`src/rtl/sdlib_defines.svh`:
```
// Shared sdlib clocking and delay macros.
// SDLIB_DELAY stays empty for synthesis.
`ifndef SDLIB_DEFINES_SVH
`define SDLIB_DEFINES_SVH

`define SDLIB_CLOCKING posedge clk or posedge reset
`define SDLIB_DELAY

`endif

```
`src/rtl/sd_rejoin_pkg.sv`:
```
// Default configuration shared by the sd_rejoin slice.
package sd_rejoin_pkg;

    localparam int unsigned MirrorDefault = 2;
    localparam int unsigned WidthDefault  = 32;
    localparam int unsigned TmoWDefault   = 8;

endpackage

```
`src/rtl/sd_rejoin_lane.sv`:
```
// One rejoin lane: capture flag, data hold register and lane ready.
`include "sdlib_defines.svh"

module sd_rejoin_lane #(
    parameter int unsigned width = sd_rejoin_pkg::WidthDefault
) (
    input  logic             clk,
    input  logic             reset,
    input  logic             clr,
    input  logic             c_srdy,
    output logic             c_drdy,
    input  logic [width-1:0] c_data,
    output logic             got,
    output logic [width-1:0] hold
);

    logic got_q, got_d;
    logic cap;

    assign c_drdy = ~got_q;
    assign cap    = c_srdy & ~got_q;
    assign got    = got_q;

    always_comb begin
        got_d = got_q;
        if (clr) begin
            got_d = 1'b0;
        end else if (cap) begin
            got_d = 1'b1;
        end
    end

    always_ff @(`SDLIB_CLOCKING) begin
        if (reset) begin
            got_q <= `SDLIB_DELAY 1'b0;
        end else begin
            got_q <= `SDLIB_DELAY got_d;
        end
    end

    // Data path is deliberately unreset; got qualifies it.
    always_ff @(posedge clk) begin
        if (cap) begin
            hold <= `SDLIB_DELAY c_data;
        end
    end

endmodule

```
`src/rtl/sd_rejoin.sv`:
```
// Rejoins mirrored srdy/drdy fork branches into one beat per expect token.
// Optional timeout detector enabled by defining SD_REJOIN_TIMEOUT_EN.
`include "sdlib_defines.svh"

module sd_rejoin
    import sd_rejoin_pkg::*;
#(
    parameter int unsigned mirror = MirrorDefault,
    parameter int unsigned width  = WidthDefault
`ifdef SD_REJOIN_TIMEOUT_EN
    ,
    parameter int unsigned tmo_w  = TmoWDefault
`endif
) (
    input  logic                    clk,
    input  logic                    reset,
    input  logic                    e_srdy,
    output logic                    e_drdy,
    input  logic [mirror-1:0]       e_mask,
    input  logic [mirror-1:0]       c_srdy,
    output logic [mirror-1:0]       c_drdy,
    input  logic [mirror*width-1:0] c_data,
    output logic                    p_srdy,
    input  logic                    p_drdy,
    output logic [mirror*width-1:0] p_data,
    output logic [mirror-1:0]       p_vld
`ifdef SD_REJOIN_TIMEOUT_EN
    ,
    output logic                    err_tmo
`endif
);

    logic              exp_vld_q, exp_vld_d;
    logic [mirror-1:0] exp_mask_q, exp_mask_d;
    logic [mirror-1:0] got;
    logic [mirror-1:0] clr;
    logic              xfer;

    assign e_drdy = ~exp_vld_q;
    assign p_srdy = exp_vld_q & ((got & exp_mask_q) == exp_mask_q);
    assign xfer   = p_srdy & p_drdy;
    assign clr    = xfer ? exp_mask_q : '0;
    assign p_vld  = p_srdy ? exp_mask_q : '0;

    always_comb begin
        exp_vld_d  = exp_vld_q;
        exp_mask_d = exp_mask_q;
        if (xfer) begin
            exp_vld_d = 1'b0;
        end else if (e_srdy & ~exp_vld_q) begin
            exp_vld_d  = 1'b1;
            // An all-zero mask means every lane contributes.
            exp_mask_d = (e_mask == '0) ? '1 : e_mask;
        end
    end

    always_ff @(`SDLIB_CLOCKING) begin
        if (reset) begin
            exp_vld_q  <= `SDLIB_DELAY 1'b0;
            exp_mask_q <= `SDLIB_DELAY '0;
        end else begin
            exp_vld_q  <= `SDLIB_DELAY exp_vld_d;
            exp_mask_q <= `SDLIB_DELAY exp_mask_d;
        end
    end

    for (genvar i = 0; i < mirror; i++) begin : g_lane
        logic [width-1:0] hold;

        sd_rejoin_lane #(
            .width (width)
        ) u_lane (
            .clk    (clk),
            .reset  (reset),
            .clr    (clr[i]),
            .c_srdy (c_srdy[i]),
            .c_drdy (c_drdy[i]),
            .c_data (c_data[i*width +: width]),
            .got    (got[i]),
            .hold   (hold)
        );

        assign p_data[i*width +: width] = exp_mask_q[i] ? hold : '0;
    end

`ifdef SD_REJOIN_TIMEOUT_EN
    logic [tmo_w-1:0] tmo_cnt_q, tmo_cnt_d;
    logic             err_tmo_q, err_tmo_d;

    always_comb begin
        tmo_cnt_d = tmo_cnt_q;
        err_tmo_d = 1'b0;
        if (~exp_vld_q | p_srdy) begin
            tmo_cnt_d = '0;
        end else if (tmo_cnt_q != '1) begin
            tmo_cnt_d = tmo_cnt_q + 1'b1;
            // Pulse only on the step into saturation.
            err_tmo_d = (tmo_cnt_d == '1);
        end
    end

    always_ff @(`SDLIB_CLOCKING) begin
        if (reset) begin
            tmo_cnt_q <= `SDLIB_DELAY '0;
            err_tmo_q <= `SDLIB_DELAY 1'b0;
        end else begin
            tmo_cnt_q <= `SDLIB_DELAY tmo_cnt_d;
            err_tmo_q <= `SDLIB_DELAY err_tmo_d;
        end
    end

    assign err_tmo = err_tmo_q;
`endif

endmodule

```
`config.mk`:
```
export PLATFORM = sky130hd
export DESIGN_NAME = sd_rejoin
export DESIGN_NICKNAME = d
export VERILOG_FILES = /design/src/rtl/sd_rejoin_pkg.sv /design/src/rtl/sd_rejoin_lane.sv /design/src/rtl/sd_rejoin.sv
export VERILOG_INCLUDE_DIRS = /design/src /design/src/rtl
export SDC_FILE = /design/constraint.sdc
export NUM_CORES = 1
export LEC_CHECK = 0
export CORE_UTILIZATION = 40
export CTS_BUF_LIST = sky130_fd_sc_hd__clkbuf_2 sky130_fd_sc_hd__clkbuf_4 sky130_fd_sc_hd__clkbuf_8
export DETAILED_ROUTE_END_ITERATION = 8
export PLACE_DENSITY_LB_ADDON = 0.08
export SLEW_MARGIN = 10
export SYNTH_ARGS = -nofsm -noshare
export SYNTH_HDL_FRONTEND = slang
export SYNTH_SLANG_ARGS = --single-unit
export TNS_END_PERCENT = 20
```
`constraint.sdc`:
```
create_clock -name clk -period 3 [get_ports clk]
set_clock_uncertainty 0.05 [all_clocks]
set_input_delay 0.6 -clock clk [delete_from_list [all_inputs] [get_ports clk]]
set_output_delay 0.6 -clock clk [all_outputs]
set_load 0.1 [all_outputs]
```
Fig. 1: routing congestion
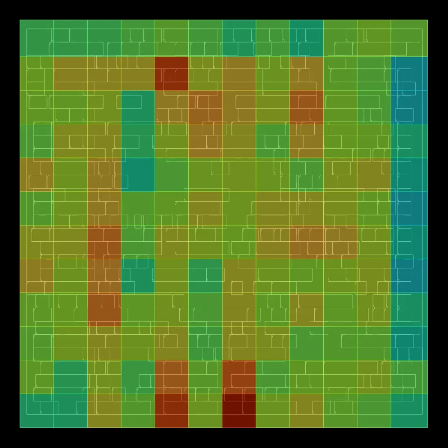
routing usage on met2: 23.0%
GRT Util Overall: 15.7%

Fig. 2: signal wires on met1
Supply wires on this layer in grey.
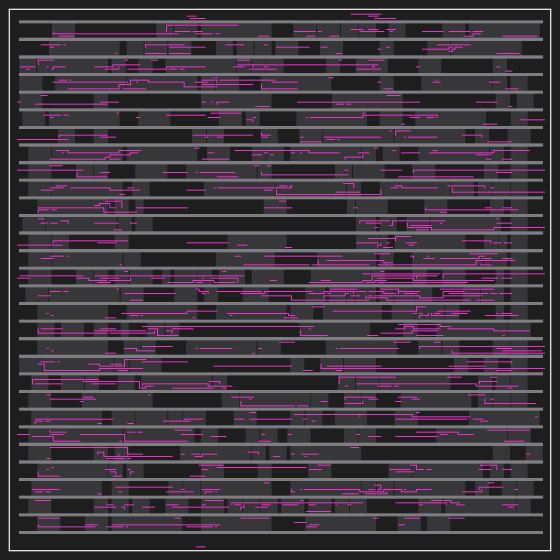
longest straight run: 34.5 um
share of all routed wire: 43%
nets with wire on the layer: 324
main direction: horizontal
wire length on this layer: 2,220 um

Fig. 3: register map, names as in the netlist
Other sequential cells in the stronger grey, the rest of the logic in the fainter grey.
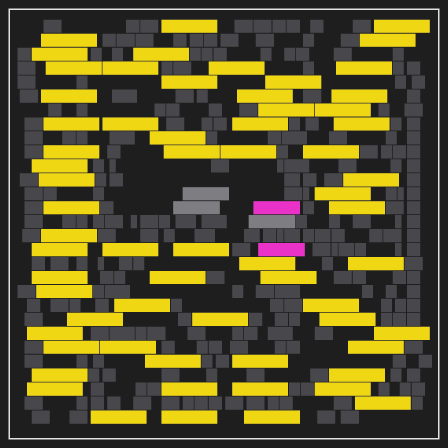
[g_lane.u_lane.hold] yellow | sequential cells: 64 | where: spread over the die
[g_lane.u_lane.got] magenta | sequential cells: 2
not coloured: 3

==> ds_physical_params.txt <==
Implementation parameters

Parameter                              Value

Timing
  Worst hold margin    0.423 ns
  Max Clock Freq    0.389 GHz
  Period utilisation layout    85.6%
  Final tally of hold violations    0
  Final worst slack    0.431 ns
  Worst-Margin Slew    0.772 ns
  RSZ-0062 raised after global routing    no

Logic synthesis
  Leading cell types by total area after synthesis    sky130_fd_sc_hd__edfxtp_1, sky130_fd_sc_hd__and2_1, sky130_fd_sc_hd__dfrtp_1
  EDFF count, synth    64
  Commonest cells in the netlist    sky130_fd_sc_hd__and2_1, sky130_fd_sc_hd__edfxtp_1, sky130_fd_sc_hd__buf_2
  Synthesized netlist cell count    165
  Synth Area per Inst    16.1 sq um
  Dominant flop cell    sky130_fd_sc_hd__edfxtp_1
  Total cell area reported by yosys after synthesis    0.00265 sq mm
  Synthesized flop and latch total    69
  Synthesized cell area    0.00265 sq mm
  FFs w/ async S/R, synth    7.25%
  Ys cells    165
  Number of distinct standard cells referenced by the synthesized netlist    16

Global routing
  Pin count of the biggest net entering global routing    37
  Global-route wire length before repair    8230 um
  Busiest grt layer    met2
  Global Route met1 Usage    20.3%

Place
  Routability-driven placement congestion ratio    0.706
  Placed cell areas    0.00397 sq mm
  Post-detail-place hpwl    3730 um
  # port buffers    141
  Number of instances in the placed design    378
  Setup WS pre-CTS    0.739 ns

Critical path
  R2R cell count    2
  Crit path launch    exp_mask_q[1]
  Class of the most critical setup path    flop to output pin
  Delay contributed by the slowest stage of the critical path    0.84 ns
  CP delay by family, top    flip-flops
  Critical path startpoint category    flop
  Critical path data required time    2.35 ns
  CP Capture Point    p_vld[0]
  Crit Path Max Fanout    36
  Endpoint class of the critical path    output pin

Detailed routing
  Detailed route wirelength on metal2    2330 um
  Vias per cell    4.47
  Detailed router's first-iteration violation count    55
  Highest metal layer with signal wires    met4
  DRC violations left    0
  Routed length on met3    490 um
  Number of antenna-violating nets in the routed design    0
  Number of vias in the routed layout    1,747

Run status
  Status    completed

Clocking
  Level count of the clock H-tree    3
  Clock latency of the later-clocked register in the worst-skew pair    0.32 ns
  Clock buffer depth    2
  Resized Gates After CTS    0
  Clock sink count    69
  Reg clk slew, reported paths    0.07 ns
  Hold buffers post-CTS    0
  Post-CTS setup buffer count    0
  Root buf cell    sky130_fd_sc_hd__clkbuf_8

Die
  Area of the core region    0.00639 sq mm
  I/O pin count    142
  Horizontal die dimension    83.4 um
  Row count    29

Finish
  Non-Clock Buffer Count    144
  Multi-input gate share of the layout cell area    13.4%
  Fraction of area in registers    49.8%
  Fin nets    384
  Final design utilization    64.3%
  Layout non-clock buf frac    30.6%
  ClkCell Share    3.47%
  Fraction of final layout cells with drive strength greater than 1    29.0%
  Count of clock-net buffers in the final layout    9
  Area taken by multi-input logic gates    549 sq um
  Post-route cell area    0.00411 sq mm
  Syn-to-layout area delta    55.0%

Run
  Stage-log warning count    26
  Max_cap viols    0
Fig. 4: signal wires on met2
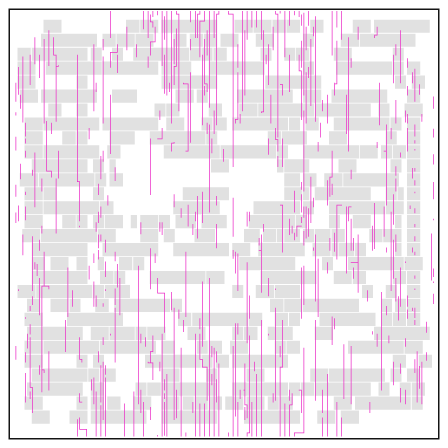
wire length on this layer: 2,330 um
share of all routed wire: 45%
main direction: vertical
nets with wire on the layer: 310
longest straight run: 30.8 um

Fig. 5: wires at chosen ports, followed through buffers
Scale bar: 20 um.
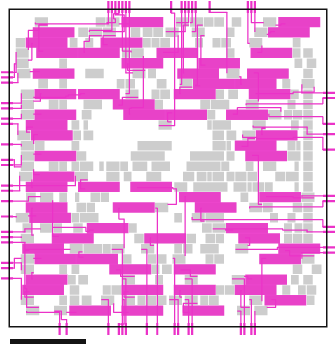
[c_data] magenta | direction: input | edge: 20 left, 17 top, 16 bottom, 11 right | end cells: 64 | wire: 1,250 um

[state kept, by name, summed over array words and instances (netlist names)]
signal / count
exp_mask_q: 2
exp_vld_q: 1
g_lane.u_lane.got: 2
g_lane.u_lane.hold: 64
[logic make-up (layout without fill, tap and decap cells)]
family | count (synthesis) | count (layout) | synth area share [%]
AOI/OAI and AO/OA | 3 | 3 | 0.897
buffers and inverters | 12 | 161 | 2.26
DFF | 69 | 69 | 77.2
muxes | 2 | 2 | 0.849
and+or+nand+nor | 79 | 79 | 18.8
